--- src/rtl/neuron_sequencer_pkg.sv ---
// ---------------------------------------------------------------------------
// neuron_sequencer_pkg
// Shared definitions for the neuron sequencer slice:
//   - seq_state_t : FSM state encoding (3 bits)
//   - DEFAULT_NUM_WORDS / DEFAULT_ADDR_DEPTH : default image geometry
// ---------------------------------------------------------------------------
package neuron_sequencer_pkg;

  localparam int DEFAULT_NUM_WORDS  = 4096;
  localparam int DEFAULT_ADDR_DEPTH = 12;

  typedef enum logic [2:0] {
    IDLE    = 3'd0,
    RUN     = 3'd1,
    DRAIN   = 3'd2,
    RESULT  = 3'd3,
    CAPTURE = 3'd4
  } seq_state_t;

endpackage

--- src/rtl/neuron_sequencer_seq_valid_delay.sv ---
// ---------------------------------------------------------------------------
// seq_valid_delay
// RD_LATENCY-deep shift register that turns the ROM read strobe into the
// calculator enable, so enable lines up with the ROM data it qualifies.
// Ports:
//   clock     : rising-edge clock
//   reset     : synchronous active-high clear of every stage
//   in_valid  : read strobe entering the line
//   out_valid : strobe leaving the line (calculator enable)
//   empty     : no read is queued behind the output stage, i.e. whatever
//               out_valid shows now is the last enable still in flight
// ---------------------------------------------------------------------------
module seq_valid_delay #(
  parameter int RD_LATENCY = 1
) (
  input  logic clock,
  input  logic reset,
  input  logic in_valid,
  output logic out_valid,
  output logic empty
);

  logic [RD_LATENCY-1:0] stages;

  // Shift the strobe one stage per cycle; stage 0 takes the new strobe.
  always_ff @(posedge clock) begin
    if (reset) begin
      stages <= '0;
    end else begin
      stages[0] <= in_valid;
      for (int i = 1; i < RD_LATENCY; i++) begin
        stages[i] <= stages[i-1];
      end
    end
  end

  assign out_valid = stages[RD_LATENCY-1];

  // Only the stages behind the output matter: once they are clear, the
  // enable currently being driven is the final one.
  always_comb begin
    empty = 1'b1;
    for (int i = 0; i < RD_LATENCY - 1; i++) begin
      if (stages[i]) begin
        empty = 1'b0;
      end
    end
  end

endmodule

--- src/rtl/neuron_sequencer.sv ---
// ---------------------------------------------------------------------------
// neuron_sequencer
// Control stage in front of the neuron calculator. A start pulse walks the
// pixel/weight ROMs over addresses 0..NUM_WORDS-1, forwards the read data
// with a latency-aligned enable, pulses get_result once, captures the
// calculator decision and signals done.
// Optional build macro: SEQ_PAUSE_EN (pause input freezes address issue).
// Ports:
//   clock, reset       : rising-edge clock, synchronous active-high reset
//   start              : one-cycle run request, honoured only when idle
//   pause              : hold address issue in RUN (SEQ_PAUSE_EN only)
//   rd_addr, rd_en     : shared ROM address and read strobe
//   pix_rdata, w_rdata : ROM read data, valid RD_LATENCY cycles after rd_en
//   x_out, w_out       : pass-through of ROM data to the calculator
//   enable             : calculator enable (rd_en delayed RD_LATENCY)
//   get_result         : one-cycle pulse asking the calculator for out1
//   neuron_out         : calculator decision
//   busy               : run in progress
//   done, result       : one-cycle done pulse and held decision (1 = cat)
// ---------------------------------------------------------------------------
module neuron_sequencer
  import neuron_sequencer_pkg::*;
#(
  parameter int DATA_WIDTH       = 24,
  parameter int Addr_Depth       = DEFAULT_ADDR_DEPTH,
  parameter int Weight_Percision = 5,
  parameter int NUM_WORDS        = DEFAULT_NUM_WORDS,
  parameter int RD_LATENCY       = 1
) (
  input  logic                          clock,
  input  logic                          reset,
  input  logic                          start,
  input  logic                          pause,
  output logic [Addr_Depth-1:0]         rd_addr,
  output logic                          rd_en,
  input  logic [DATA_WIDTH-1:0]         pix_rdata,
  input  logic [3*Weight_Percision-1:0] w_rdata,
  output logic [DATA_WIDTH-1:0]         x_out,
  output logic [3*Weight_Percision-1:0] w_out,
  output logic                          enable,
  output logic                          get_result,
  input  logic                          neuron_out,
  output logic                          busy,
  output logic                          done,
  output logic                          result
);

  localparam logic [Addr_Depth-1:0] LAST_ADDR = Addr_Depth'(NUM_WORDS - 1);

  seq_state_t            state;
  seq_state_t            state_next;
  logic [Addr_Depth-1:0] addr;
  logic                  hold;
  logic                  issue;
  logic                  last_issue;
  logic                  drain_empty;

`ifdef SEQ_PAUSE_EN
  assign hold = pause;
`else
  logic unused_pause;
  assign unused_pause = pause;
  assign hold         = 1'b0;
`endif

  // A read goes out every RUN cycle unless issue is held; the read of the
  // final address is what ends the RUN phase.
  assign issue      = (state == RUN) && !hold;
  assign last_issue = issue && (addr == LAST_ADDR);

  assign rd_en      = issue;
  assign rd_addr    = addr;
  assign x_out      = pix_rdata;
  assign w_out      = w_rdata;
  assign get_result = (state == RESULT);
  assign busy       = (state != IDLE);

  // State register.
  always_ff @(posedge clock) begin
    if (reset) begin
      state <= IDLE;
    end else begin
      state <= state_next;
    end
  end

  // Next-state logic; DRAIN waits until the enable being driven is the last.
  always_comb begin
    state_next = state;
    case (state)
      IDLE:    if (start)       state_next = RUN;
      RUN:     if (last_issue)  state_next = DRAIN;
      DRAIN:   if (drain_empty) state_next = RESULT;
      RESULT:                   state_next = CAPTURE;
      CAPTURE:                  state_next = IDLE;
      default:                  state_next = IDLE;
    endcase
  end

  // Address counter: zeroed while idle, advances only on an issued read and
  // stops on the last address so it never wraps.
  always_ff @(posedge clock) begin
    if (reset) begin
      addr <= '0;
    end else if (state == IDLE) begin
      addr <= '0;
    end else if (issue && !last_issue) begin
      addr <= addr + 1'b1;
    end
  end

  // The decision is taken at the end of CAPTURE and announced with done in
  // the following cycle; result then holds until the next capture.
  always_ff @(posedge clock) begin
    if (reset) begin
      done   <= 1'b0;
      result <= 1'b0;
    end else begin
      done <= (state == CAPTURE);
      if (state == CAPTURE) begin
        result <= neuron_out;
      end
    end
  end

  seq_valid_delay #(
    .RD_LATENCY(RD_LATENCY)
  ) u_valid_delay (
    .clock    (clock),
    .reset    (reset),
    .in_valid (rd_en),
    .out_valid(enable),
    .empty    (drain_empty)
  );

endmodule

--- config.mk ---
export PLATFORM = sky130hd
export DESIGN_NAME = neuron_sequencer
export DESIGN_NICKNAME = d
export VERILOG_FILES = /design/src/rtl/neuron_sequencer_pkg.sv /design/src/rtl/neuron_sequencer_seq_valid_delay.sv /design/src/rtl/neuron_sequencer.sv
export SDC_FILE = /design/constraint.sdc
export NUM_CORES = 1
export LEC_CHECK = 0
export CAP_MARGIN = 20
export CELL_PAD_IN_SITES_DETAIL_PLACEMENT = 1
export CELL_PAD_IN_SITES_GLOBAL_PLACEMENT = 1
export CORE_UTILIZATION = 23
export CTS_BUF_LIST = sky130_fd_sc_hd__clkbuf_2
export DETAILED_ROUTE_END_ITERATION = 10
export PLACE_DENSITY = 0.95
export SYNTH_ARGS = -nofsm -noshare
export SYNTH_HDL_FRONTEND = slang
export SYNTH_SLANG_ARGS = --single-unit
--- constraint.sdc ---
create_clock -name clock -period 5.33 [get_ports clock]
set_input_delay 1.066 -clock clock [delete_from_list [all_inputs] [get_ports clock]]
set_output_delay 1.066 -clock clock [all_outputs]
set_load 0.05 [all_outputs]
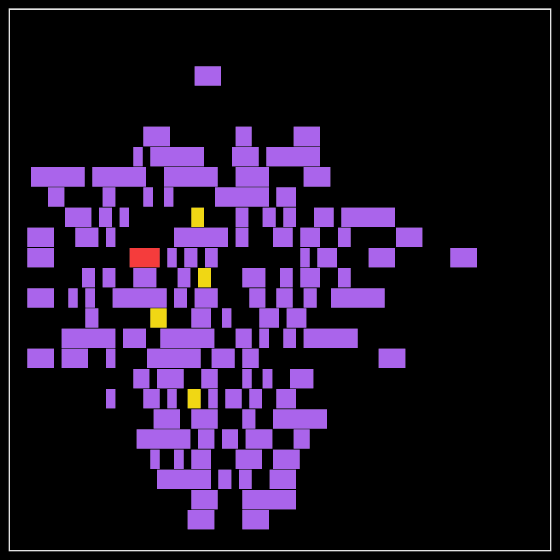
sizing.png
x3 and x4: in red, cells 1. x2: in yellow, cells 4. x1 and smaller: in purple, cells 116.
non-clock buffer count: 21
setup slack after layout: 2.00 ns
final std cell area, no fill: 1150 sq um
Layout Area Growth over Synthesis: -0.651%

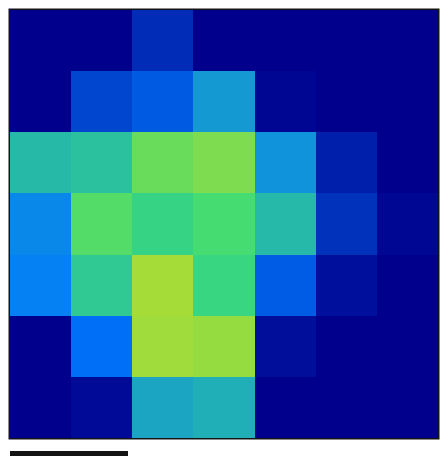
util_map.png
Bar = 20 um. The die is cut into 7 by 7 equal tiles; dark blue is low, red is high, 0 to 100% covered.
The emptiest ninth of the die: south-east. The densest ninth of the die: center. The fullest tile reaches 64%. 41% of the tiles are nearly empty.

==> results.ini <==
[cts]
cts_hold_repair.buffers=0
cts_setup_buffers=0
cts.sink_count=18
clk_pin_slew_worst_paths_ns=0.17
h-tree-depth=1
clock_latency_ns=0.30
clockBufferDepth=2
post_cts_resize_count=0
clock_tree_from_tritoncts=done
cts_made_buffers=3

[worst_setup_path]
crit_path_cell_trace=or3b_4 > inv_1 > clkdlybuf4s50_1
setup.worst_path.class=reg2out
reg2reg_from=rd_addr[0]
r2r_setup_slack_ns=3.33
slowest_stage=sky130_fd_sc_hd__clkdlybuf4s50_1
worst-path-max-fanout=21
cp-startpoint=state[0]
worstPathArrival_ns=2.27
cp.required_ns=4.26
critPathTopFamily=buffers and inverters

[logic_synthesis]
yosys.area_share.xor_xnor_pct=0.759
part_of_the_yosys_area_used_for_sequential_elements_pct=31.2
synth_area_per_cell_sq_um=8.24
mux_area_share_pct=1.74
enable_flop_cells=0
synth.comb.largest_family=buffers and inverters
yosys-stat-cells=140
netlist_instances=140
yosysWarnings=0
ys_chip_area_sq_um=1150
synth.cellmix.compoundShare_pct=12.0
yosys_register_bits=18
ys_types=32
syn_nets=185
ys_sh_simple_pct=24.4
ffs_w_async_s_r_synth_pct=0

[finish]
final_nets=167
post_layout_nonfiller_instances=188
antenna_cells=0
layout.cells.most_common=sky130_fd_sc_hd__clkdlybuf4s50_1
lay_top_cells=sky130_fd_sc_hd__clkdlybuf4s50_1, sky130_fd_sc_hd__dfxtp_1, sky130_fd_sc_hd__a21oi_1, sky130_fd_sc_hd__nand2_1, sky130_fd_sc_hd__nand3_1
post_route_cells_drive_above_1_share_pct=4.13

[timing]
final-hold-violation-count=0
slew_viol_final=0
holdWs_ns=0.475
setup-violations-final=0
finalClockPeriodUsage_pct=62.5
rsz_0062_raised_after_global_routing=no
max_freq_mhz=300
final_clock_skew_ns=0.00164
relSlewSlack_pct=65.5

[min_path]
hold_class=reg2reg
min_from=result
hold_path_depth=2
holdPathEnd=result

[route]
detail_route.first_pass.iterations=4
postRouteWirelength_um=2340
detailroute.wirelength.met2_um=1120
wire_per_inst_um=12.4
route.met3.wl_um=112
drt_iter0_drc=9
wl_met1_um=1060
route.antenna.remaining_nets=0
route.top_layer_used=met4
post_drt_via_cell_ratio=4.77

[placed_design]
gp_congestion=0.821
placement.io_buffers=21
post_dp_cell_area_sq_um=1130
detailedPlacementHpwl_um=1700
dpl_worst_slack_ns=2.38
numPlacedInstances=184

[floorplanning]
pin_count=101
floorplan.die.width_um=72.8
core_area_sq_um=4790
die_boundary_height_um=72.8
rows=25
floorplan.die_area_sq_um=5300

[power]
p_leak_nw=0.384
total_power_mw=0.274
max-vdd-ir-drop_mv=0.121

[global_routing]
grt_antenna_before_repair=0
global_routing_usage_summed_across_all_routing_layers_pct=9.19
grt_start_max_net_pins=22

[outcome]
outcome=finished, final reports clean

[flow_run]
max_cap_viol_count=0

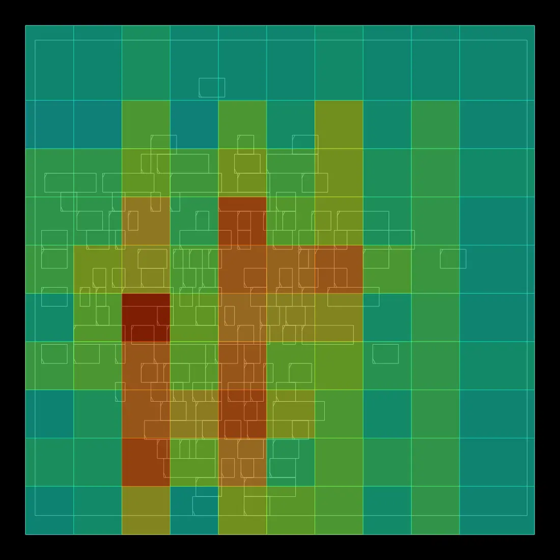
congestion_map.png
met3 Use GR: 1.24%
grt peak-use layer: met2
met2 Usage GRT: 16.2%

[power breakdown]
group          total [mW]  switching, mW  internal [mW]
registers           0.145        0.00582          0.139
logic              0.0685         0.0457         0.0229
clock network      0.0599         0.0436         0.0163
total               0.274         0.0951          0.179
[flip-flops by register name, summed over array words and instances (netlist names)]
register,count
done,1
rd_addr,12
result,1
state,3
u_valid_delay.out_valid,1
[area by class of cell]
class | count | area (sq um)
Timing Repair Buffer | 21 | 210
Inverter | 3 | 11.3
Fill cell | 566 | 3640
Clock inverter | 1 | 3.75
Clock buffer | 3 | 15.0
Sequential cell | 18 | 360
Multi-Input combinational cell | 75 | 462
Tap cell | 67 | 83.8
[Yosys cell counts (2+ instances only)]
cell type / instances / area (sq um)
sky130_fd_sc_hd__nor2_1: 6 / 22.5
sky130_fd_sc_hd__a21oi_1: 9 / 45.0
sky130_fd_sc_hd__or3_1: 3 / 18.8
sky130_fd_sc_hd__nand4_1: 2 / 12.5
sky130_fd_sc_hd__mux2i_1: 2 / 20.0
sky130_fd_sc_hd__o211a_1: 2 / 20.0
sky130_fd_sc_hd__o31ai_1: 4 / 30.0
sky130_fd_sc_hd__inv_1: 3 / 11.3
sky130_fd_sc_hd__o21ai_0: 2 / 10.0
sky130_fd_sc_hd__buf_4: 39 / 293
sky130_fd_sc_hd__clkbuf_1: 3 / 11.3
sky130_fd_sc_hd__or4_1: 5 / 37.5
sky130_fd_sc_hd__nand2_1: 9 / 33.8
sky130_fd_sc_hd__nor3_1: 3 / 15.0
sky130_fd_sc_hd__dfxtp_1: 18 / 360
sky130_fd_sc_hd__nand3_1: 8 / 40.0
sky130_fd_sc_hd__and3_1: 3 / 18.8
sky130_fd_sc_hd__nor4_1: 4 / 25.0
sky130_fd_sc_hd__and4_1: 2 / 17.5
